[config.mk]
export PLATFORM = sky130hd
export DESIGN_NAME = seg7_scan_decoder
export DESIGN_NICKNAME = d
export VERILOG_FILES = /design/src/rtl/seg7_pkg.sv /design/src/rtl/seg7_pattern_decode.sv /design/src/rtl/seg7_scan_decoder.sv
export SDC_FILE = /design/constraint.sdc
export NUM_CORES = 1
export LEC_CHECK = 0
export ABC_AREA = 1
export ABC_CLOCK_PERIOD_IN_PS = 3900
export CAP_MARGIN = 20
export CORE_MARGIN = 5
export CORE_UTILIZATION = 45
export DETAILED_ROUTE_END_ITERATION = 8
export PLACE_DENSITY = 0.65
export SLEW_MARGIN = 20
export SYNTH_ARGS = -nofsm -noshare
export SYNTH_HDL_FRONTEND = slang
export SYNTH_SLANG_ARGS = --single-unit
[constraint.sdc]
create_clock -name clk -period 3.9 [get_ports clk]
set_input_delay 0.585 -clock clk [delete_from_list [all_inputs] [get_ports clk]]
set_output_delay 0.585 -clock clk [all_outputs]
set_load 0.01 [all_outputs]
[src/rtl/seg7_pkg.sv]
// seg7_pkg: shared seven-segment definitions.
//   Segment bit order (bit 6 .. bit 0) is {a,b,c,d,e,f,g}, active-high.
//   Holds the 7-bit glyph constants for 0-F and blank (shared with the
//   encoder blocks) and the decode result structure.
package seg7_pkg;

  // Bit positions within a 7-bit segment word.
  localparam int SEG_A = 6;
  localparam int SEG_B = 5;
  localparam int SEG_C = 4;
  localparam int SEG_D = 3;
  localparam int SEG_E = 2;
  localparam int SEG_F = 1;
  localparam int SEG_G = 0;

  localparam logic [6:0] SEG7_BLANK = 7'b0000000;
  localparam logic [6:0] SEG7_0     = 7'b1111110;
  localparam logic [6:0] SEG7_1     = 7'b0110000;
  localparam logic [6:0] SEG7_2     = 7'b1101101;
  localparam logic [6:0] SEG7_3     = 7'b1111001;
  localparam logic [6:0] SEG7_4     = 7'b0110011;
  localparam logic [6:0] SEG7_5     = 7'b1011011;
  localparam logic [6:0] SEG7_6     = 7'b1011111;
  localparam logic [6:0] SEG7_7     = 7'b1110000;
  localparam logic [6:0] SEG7_8     = 7'b1111111;
  localparam logic [6:0] SEG7_9     = 7'b1111011;
  localparam logic [6:0] SEG7_HA    = 7'b1110111;
  localparam logic [6:0] SEG7_HB    = 7'b0011111;
  localparam logic [6:0] SEG7_HC    = 7'b1001110;
  localparam logic [6:0] SEG7_HD    = 7'b0111101;
  localparam logic [6:0] SEG7_HE    = 7'b1001111;
  localparam logic [6:0] SEG7_HF    = 7'b1000111;

  // Result of decoding one segment word.
  typedef struct packed {
    logic       known;     // pattern maps to a digit
    logic       is_blank;  // all segments off
    logic [3:0] nibble;    // decoded value, 0 when not known
  } seg7_dec_t;

endpackage

[src/rtl/seg7_pattern_decode.sv]
// seg7_pattern_decode: combinational segment-word to nibble decoder.
//   Ports:
//     seg_i      [6:0]  segment word {a,b,c,d,e,f,g}, active-high
//     known_o           pattern is a recognised digit
//     is_blank_o        pattern is all segments off
//     nibble_o   [3:0]  decoded value (0 when not known)
//   Macro SEG7_DEC_HEX_EN: when defined, the A-F glyphs decode to 10-15;
//   otherwise they fall through as unrecognised.
module seg7_pattern_decode
  import seg7_pkg::*;
(
  input  logic [6:0] seg_i,
  output logic       known_o,
  output logic       is_blank_o,
  output logic [3:0] nibble_o
);

  seg7_dec_t dec;

  always_comb begin
    dec = '0;
    case (seg_i)
      SEG7_BLANK: dec.is_blank = 1'b1;
      SEG7_0:     begin dec.known = 1'b1; dec.nibble = 4'h0; end
      SEG7_1:     begin dec.known = 1'b1; dec.nibble = 4'h1; end
      SEG7_2:     begin dec.known = 1'b1; dec.nibble = 4'h2; end
      SEG7_3:     begin dec.known = 1'b1; dec.nibble = 4'h3; end
      SEG7_4:     begin dec.known = 1'b1; dec.nibble = 4'h4; end
      SEG7_5:     begin dec.known = 1'b1; dec.nibble = 4'h5; end
      SEG7_6:     begin dec.known = 1'b1; dec.nibble = 4'h6; end
      SEG7_7:     begin dec.known = 1'b1; dec.nibble = 4'h7; end
      SEG7_8:     begin dec.known = 1'b1; dec.nibble = 4'h8; end
      SEG7_9:     begin dec.known = 1'b1; dec.nibble = 4'h9; end
`ifdef SEG7_DEC_HEX_EN
      SEG7_HA:    begin dec.known = 1'b1; dec.nibble = 4'hA; end
      SEG7_HB:    begin dec.known = 1'b1; dec.nibble = 4'hB; end
      SEG7_HC:    begin dec.known = 1'b1; dec.nibble = 4'hC; end
      SEG7_HD:    begin dec.known = 1'b1; dec.nibble = 4'hD; end
      SEG7_HE:    begin dec.known = 1'b1; dec.nibble = 4'hE; end
      SEG7_HF:    begin dec.known = 1'b1; dec.nibble = 4'hF; end
`else
      // A-F glyphs are deliberately not decoded in the decimal-only build.
`endif
      default:    dec = '0;
    endcase
  end

  assign known_o    = dec.known;
  assign is_blank_o = dec.is_blank;
  assign nibble_o   = dec.nibble;

endmodule

[src/rtl/seg7_scan_decoder.sv]
// seg7_scan_decoder: samples a multiplexed seven-segment bus, debounces
// each digit and publishes complete decoded frames.
//   Parameters:
//     DIGITS         number of multiplexed digit positions (>=1)
//     STABLE_CYCLES  identical consecutive samples needed to accept a digit
//   Ports:
//     clk            rising-edge clock
//     reset          asynchronous active-high reset
//     seg_in   [6:0] segment word {a,b,c,d,e,f,g}, active-high
//     sel_in   [DIGITS-1:0] one-hot digit select
//     value    [4*DIGITS-1:0] decoded frame, nibble i = digit i
//     blank    [DIGITS-1:0] digit i was all segments off
//     frame_valid    one-cycle strobe when value/blank/pattern_err update
//     pattern_err    last frame held an unrecognised pattern
//   Macro SEG7_DEC_HEX_EN: enables A-F decoding (see seg7_pattern_decode).
//
// Output protocol: frame_valid is a valid-only strobe with no ready; the
// consumer must take value/blank/pattern_err in the cycle it is high. The
// outputs then hold until the next frame completes.
module seg7_scan_decoder
  import seg7_pkg::*;
#(
  parameter int DIGITS        = 4,
  parameter int STABLE_CYCLES = 4
) (
  input  logic                  clk,
  input  logic                  reset,
  input  logic [6:0]            seg_in,
  input  logic [DIGITS-1:0]     sel_in,
  output logic [4*DIGITS-1:0]   value,
  output logic [DIGITS-1:0]     blank,
  output logic                  frame_valid,
  output logic                  pattern_err
);

  localparam int            CW      = $clog2(STABLE_CYCLES + 1);
  localparam logic [CW-1:0] CNT_MAX = CW'(STABLE_CYCLES);

  // Sample registers and run counter
  logic [6:0]          prev_seg_q;
  logic [DIGITS-1:0]   prev_sel_q;
  logic [CW-1:0]       cnt_q, cnt_d;

  // Staging for the frame under construction
  logic [4*DIGITS-1:0] stage_nib_q, stage_nib_d;
  logic [DIGITS-1:0]   stage_blank_q, stage_blank_d;
  logic [DIGITS-1:0]   seen_q, seen_d;
  logic                err_q, err_d;

  // Published frame
  logic [4*DIGITS-1:0] value_q, value_d;
  logic [DIGITS-1:0]   blank_q, blank_d;
  logic                fv_q, fv_d;
  logic                perr_q, perr_d;

  logic                dec_known;
  logic                dec_blank;
  logic [3:0]          dec_nibble;

  logic                sel_onehot;
  logic                same;
  logic                at_max;
  logic                commit;
  logic                commit_err;

  seg7_pattern_decode u_decode (
    .seg_i      (seg_in),
    .known_o    (dec_known),
    .is_blank_o (dec_blank),
    .nibble_o   (dec_nibble)
  );

  assign sel_onehot = (sel_in != '0) &&
                      ((sel_in & (sel_in - DIGITS'(1))) == '0);
  assign same       = (seg_in == prev_seg_q) && (sel_in == prev_sel_q);
  assign at_max     = (cnt_q == CNT_MAX);

  // Run counter: saturates so a long hold commits only once.
  always_comb begin
    cnt_d = '0;
    if (!sel_onehot) begin
      cnt_d = '0;
    end else if (same) begin
      cnt_d = at_max ? cnt_q : cnt_q + 1'b1;
    end else begin
      cnt_d = CW'(1);
    end
  end

  // Commit on the edge the counter first reaches the threshold. The
  // saturated case (already at max and still the same input) is excluded;
  // a new run with STABLE_CYCLES = 1 commits even if cnt_q was at max.
  assign commit     = sel_onehot && (cnt_d == CNT_MAX) && !(same && at_max);
  assign commit_err = commit && !dec_known && !dec_blank;

  always_comb begin
    stage_nib_d   = stage_nib_q;
    stage_blank_d = stage_blank_q;
    seen_d        = seen_q;
    err_d         = err_q;
    value_d       = value_q;
    blank_d       = blank_q;
    perr_d        = perr_q;
    fv_d          = 1'b0;
    if (commit) begin
      seen_d = seen_q | sel_in;
      for (int i = 0; i < DIGITS; i++) begin
        if (sel_in[i]) begin
          if (dec_known) begin
            stage_nib_d[4*i +: 4] = dec_nibble;
            stage_blank_d[i]      = 1'b0;
          end else if (dec_blank) begin
            stage_nib_d[4*i +: 4] = 4'h0;
            stage_blank_d[i]      = 1'b1;
          end
          // Unrecognised: slot keeps its previous contents.
        end
      end
      if (&seen_d) begin
        // Publish including the digit committing on this edge.
        value_d = stage_nib_d;
        blank_d = stage_blank_d;
        perr_d  = err_q | commit_err;
        fv_d    = 1'b1;
        seen_d  = '0;
        err_d   = 1'b0;
      end else begin
        err_d = err_q | commit_err;
      end
    end
  end

  always_ff @(posedge clk or posedge reset) begin
    if (reset) begin
      prev_seg_q    <= '0;
      prev_sel_q    <= '0;
      cnt_q         <= '0;
      stage_nib_q   <= '0;
      stage_blank_q <= '0;
      seen_q        <= '0;
      err_q         <= 1'b0;
      value_q       <= '0;
      blank_q       <= '0;
      fv_q          <= 1'b0;
      perr_q        <= 1'b0;
    end else begin
      prev_seg_q    <= seg_in;
      prev_sel_q    <= sel_in;
      cnt_q         <= cnt_d;
      stage_nib_q   <= stage_nib_d;
      stage_blank_q <= stage_blank_d;
      seen_q        <= seen_d;
      err_q         <= err_d;
      value_q       <= value_d;
      blank_q       <= blank_d;
      fv_q          <= fv_d;
      perr_q        <= perr_d;
    end
  end

  assign value       = value_q;
  assign blank       = blank_q;
  assign frame_valid = fv_q;
  assign pattern_err = perr_q;

endmodule

==> ci_impl_report.md, run 1 <==
## Synthesis and layout report

| Metric | Value |
|---|---|
| Floorplan core density | 45.7% |
| Area share of fa/ha/maj cells after synthesis | less than 1% |
| Yosys stat chip area | just over 3000 um^2 |
| Synth Area in Simple Gates | between 30% and 40% |
| Non-clock buffer share of cell area | approximately 9.7% |
| Outcome | complete, no violations |
| Synth top area cells | dfrtp_1, nand2_1, inv_1, nor2_1, o21ai_0 |
| Buf/Inv on CP | 3 |
| Number of max-cap violations | 0 |
| Power in the clock group | a little over 600 uW |
| Comb. pwr | 89.1 uW |
| Clock buf/inv share | between 5 and 6% |
| DRT iter0 DRCs | 135 |
| Detail Route Antenna Nets | 0 |
| Post-Place Cells | about 520 |
| CP max-delay cell | clkdlybuf4s50_1 |
| Met3 Use GR | 3.66% |
| Non-CTS buffers | 36 |
| Die extent in y | between 90 and 100 um |
| CTS Buf Count | 9 |
| Crit-path most repeated cell | nand2_1 |
| M1 GR Usage | a little under a quarter |
| Seq pwr | 643 uW |
| Logic area | about 1300 um^2 |
| Comb area share | 35.9% |
| Sw Pwr | 307 uW |
| CTS H-tree lvls | 3 |
| Register area | 1530 um^2 |
| Actual slew at the worst max-slew pin | a little under 0.6 ns |
| Pwr top | registers |
| I/O Buffers | 34 |
| Syn Nets | between 400 and 500 |
==> run 1: final timing paths <==
path                            startpoint         endpoint  slack [ns]  cells after the start
worst min register to register    value[9]         value[9]        0.48                      2
worst max register to register    cnt_q[0]        seen_q[0]        1.51                     12
max in group asynchronous            reset  stage_nib_q[14]        2.41                      3
worst min-delay path              value[9]         value[9]        0.48                      2
min in group asynchronous            reset         value[1]        0.61                      2
worst max-delay path             sel_in[1]        seen_q[0]        1.00                     12
==> run 1: flip-flops by register name, indices dropped and copies added, names as in the netlist <==
signal	flops
err_q	1
stage_nib_q	16
stage_blank_q	4
seen_q	4
pattern_err	1
frame_valid	1
prev_seg_q	7
prev_sel_q	4
value	16
cnt_q	3
blank	4
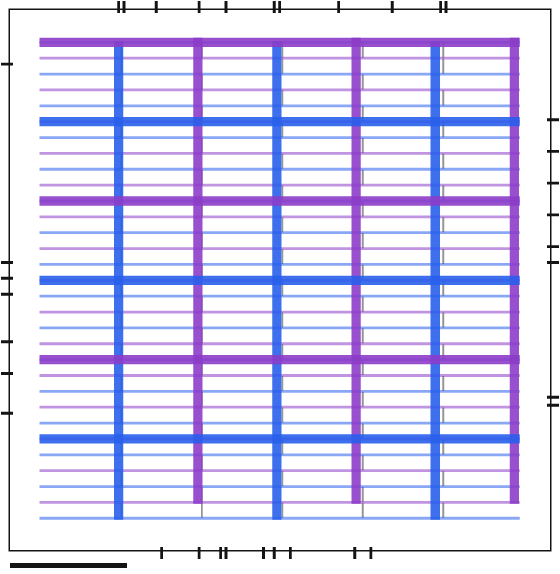
run_1/pdn.png
The bar under the picture is 20 um long. Pins as bars on the die edge. Tap cells in gray.
[VSS] blue
[VDD] purple
met1 rails: 31
rows: 30
met5 straps: 6
signal pins: 35
met4 straps: 6

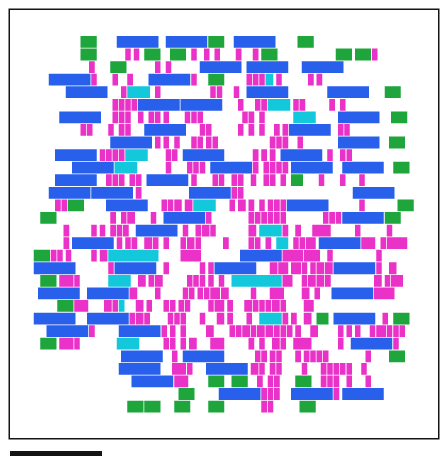
run_1/cell_classes.png
The bar under the picture is 20 um long.
[all other logic] magenta | cells: 344 | share of their area: 41%
[other buffers and delay cells] green | cells: 36 | share of their area: 10%
[flip-flops] blue | cells: 61 | share of their area: 43%
[clock drivers and dummy loads] cyan | cells: 15 | share of their area: 6.0%
fin util: 54.4%
num rows: 30
core area: 6720 um^2
final instance area: 3650 um^2

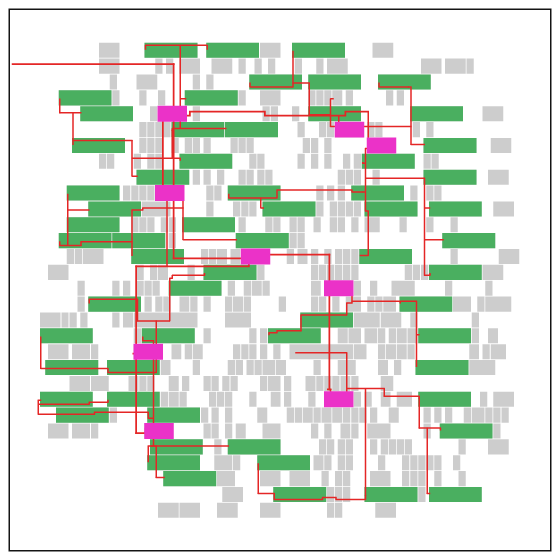
run_1/clock_map.png
[flip-flops] green | count: 61
[clock wires] red | length: 826 um
[cells driving clock nets] magenta | count: 9
flops lie: spread over the die
routed clock nets: 10

==> run 1 -> run 2 <==
--- a/config.mk
+++ b/config.mk
@@ -6,12 +6,12 @@
 export NUM_CORES = 1
 export LEC_CHECK = 0
 export ABC_AREA = 1
-export ABC_CLOCK_PERIOD_IN_PS = 3900
+export ABC_CLOCK_PERIOD_IN_PS = 2370
 export CAP_MARGIN = 20
 export CORE_MARGIN = 5
 export CORE_UTILIZATION = 45
 export DETAILED_ROUTE_END_ITERATION = 8
-export PLACE_DENSITY = 0.65
+export PLACE_DENSITY = 0.68
 export SLEW_MARGIN = 20
 export SYNTH_ARGS = -nofsm -noshare
 export SYNTH_HDL_FRONTEND = slang
==> constraint.sdc (replaced) <==
create_clock -name clk -period 2.37 [get_ports clk]
set_input_delay 0.3555 -clock clk [delete_from_list [all_inputs] [get_ports clk]]
set_output_delay 0.3555 -clock clk [all_outputs]
set_load 0.01 [all_outputs]
==> ci_impl_report.md, run 2 <==
## Synthesis and layout report

| Metric | Value |
|---|---|
| Routed wire per std cell | about 12 um |
| Crit. Startpoint | seg_in[6] |
| I/O Buffers | 34 (unchanged) |
| Register area | 1530 um^2 (unchanged) |
| Logic area | 1310 um^2 (unchanged) |
| Detail Route Antenna Nets | 0 (unchanged) |
| Clock buf/inv share | 5.76% (-0.10 points) |
| Num rows | 30 (unchanged) |
| Cell Count, Final, Fillers Out | approximately 560 |
| Fmax | about 0.47 GHz |
| Core area | 6720 um^2 (unchanged) |
| Number of remaining DRC errors | 0 |
| Comb area share | 33.7% (-2.2 points) |
| DRT iter0 DRCs | 130 (-3.7%) |
| Via count | ~2700 |
| Reg2Reg Setup Slack | 0.38 ns (-1.13 ns) |
| Synth top area cells | dfrtp_1, nand2_1, inv_1, nor2_1, o21ai_0 |
| Outcome | complete, no violations |
| Floorplan core density | 45.7% (unchanged) |
| Crit-path most repeated cell | nand2_1 |
| Syn Nets | 431 (unchanged) |
| Crit share post-route | a little over 90% |
| Non-clock buffer share of cell area | 15.0% (+5.3 points) |
| Share of cells above drive strength 1 | a little under an eighth |
| Final #Nets | slightly below 500 |
| Crit path to | value[7] |
| Buf/Inv on CP | 2 (-1) |
| Yosys stat chip area | 3070 um^2 (unchanged) |
| Hold slack | approximately 0.37 ns |
| Final instance area | 3890 um^2 (+6.5%) |
| Fin util | 57.9% (+3.5 points) |
| Number of max-cap violations | 0 (unchanged) |
| Critical path cell sequence | clkdlybuf4s50_1 -> buf_4 -> xnor2_1 -> nand2_1 -> nor2_2 -> nand3_1 -> nand2_2 -> nand4_2 -> nand2_1 -> nand2_1 |
| Final Hold Fails | 0 |
| CTS Buf Count | 9 (unchanged) |
| CTS H-tree lvls | 3 (unchanged) |
| Multi-input gates | a little over 300 |
| Sw Pwr | 536 uW (+75%) |
| Reg-to-reg endpoint | value[7] |
| Leakage | around 2.1 nW |
| CP max-delay cell | clkdlybuf4s50_1 |
| Area share of fa/ha/maj cells after synthesis | 0.815% (unchanged) |
| Reg2reg start | cnt_q[0] |
| Slew Limit Fails | 0 |
| Post-Place Cells | 543 (+4.2%) |
| Non-CTS buffers | 58 (+61%) |
| Synth Area in Simple Gates | 36.1% (unchanged) |
| Worst R2R Path Depth | 11 (-1) |
| Cell depth of the worst setup path | 10 (-2) |
| Actual slew at the worst max-slew pin | 0.467 ns (-0.128 ns) |
run 2: layer usage:
| metal | share of wire [%] | GRT usage (%) |
|---|---|---|
| met1 | 47 | 23.9 |
| met2 | 47 | 28.2 |
| met3 | 4.2 | 4.71 |
| met4 | 2.2 | 7.55 |
| met5 | 0 | 0 |
run 2: power groups by stage:
| stage | clock network (mW) | logic (mW) | registers [mW] |
|---|---|---|---|
| 3_5_place_dp | 0 | 0.170 | 1.08 |
| 6_report | 1.05 | 0.167 | 1.06 |
| 5_1_grt | 1.13 | 0.192 | 1.06 |
| 4_1_cts | 1.07 | 0.171 | 1.06 |
| 2_1_floorplan | 0 | 0.0967 | 1.08 |
| 3_3_place_gp | 0 | 0.167 | 1.08 |
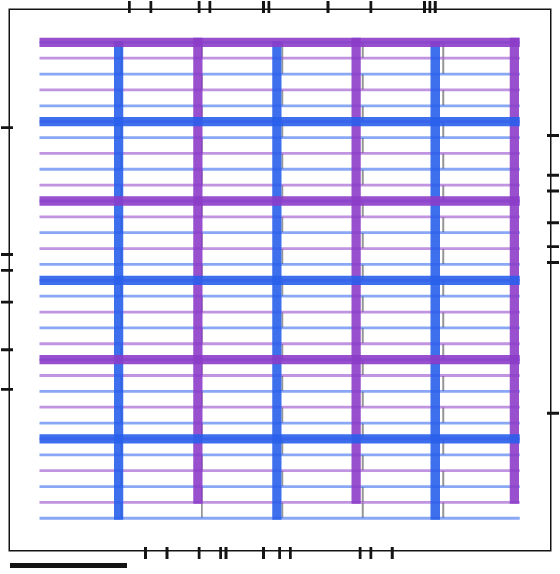
run_2/pdn.png
The bar under the picture is 20 um long. Pins as bars on the die edge. Tap cells in gray.
[VDD] purple
[VSS] blue
met1 rails: 31
met4 straps: 6
met5 straps: 6
die extent in y: 92.6 um
DIE WIDTH: 92.6 um
worst vdd ir: 537 uV

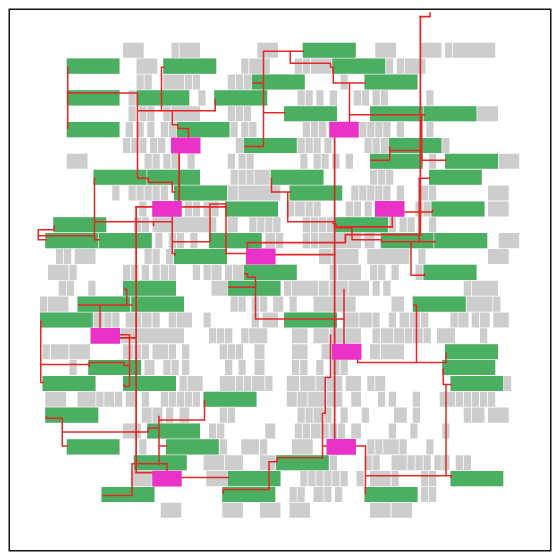
run_2/clock_map.png
[cells driving clock nets] magenta | count: 9
[clock wires] red | length: 873 um
[flip-flops] green | count: 61
flops lie: spread over the die

Power figures rest on the tool's default switching activity, not on a simulated workload.
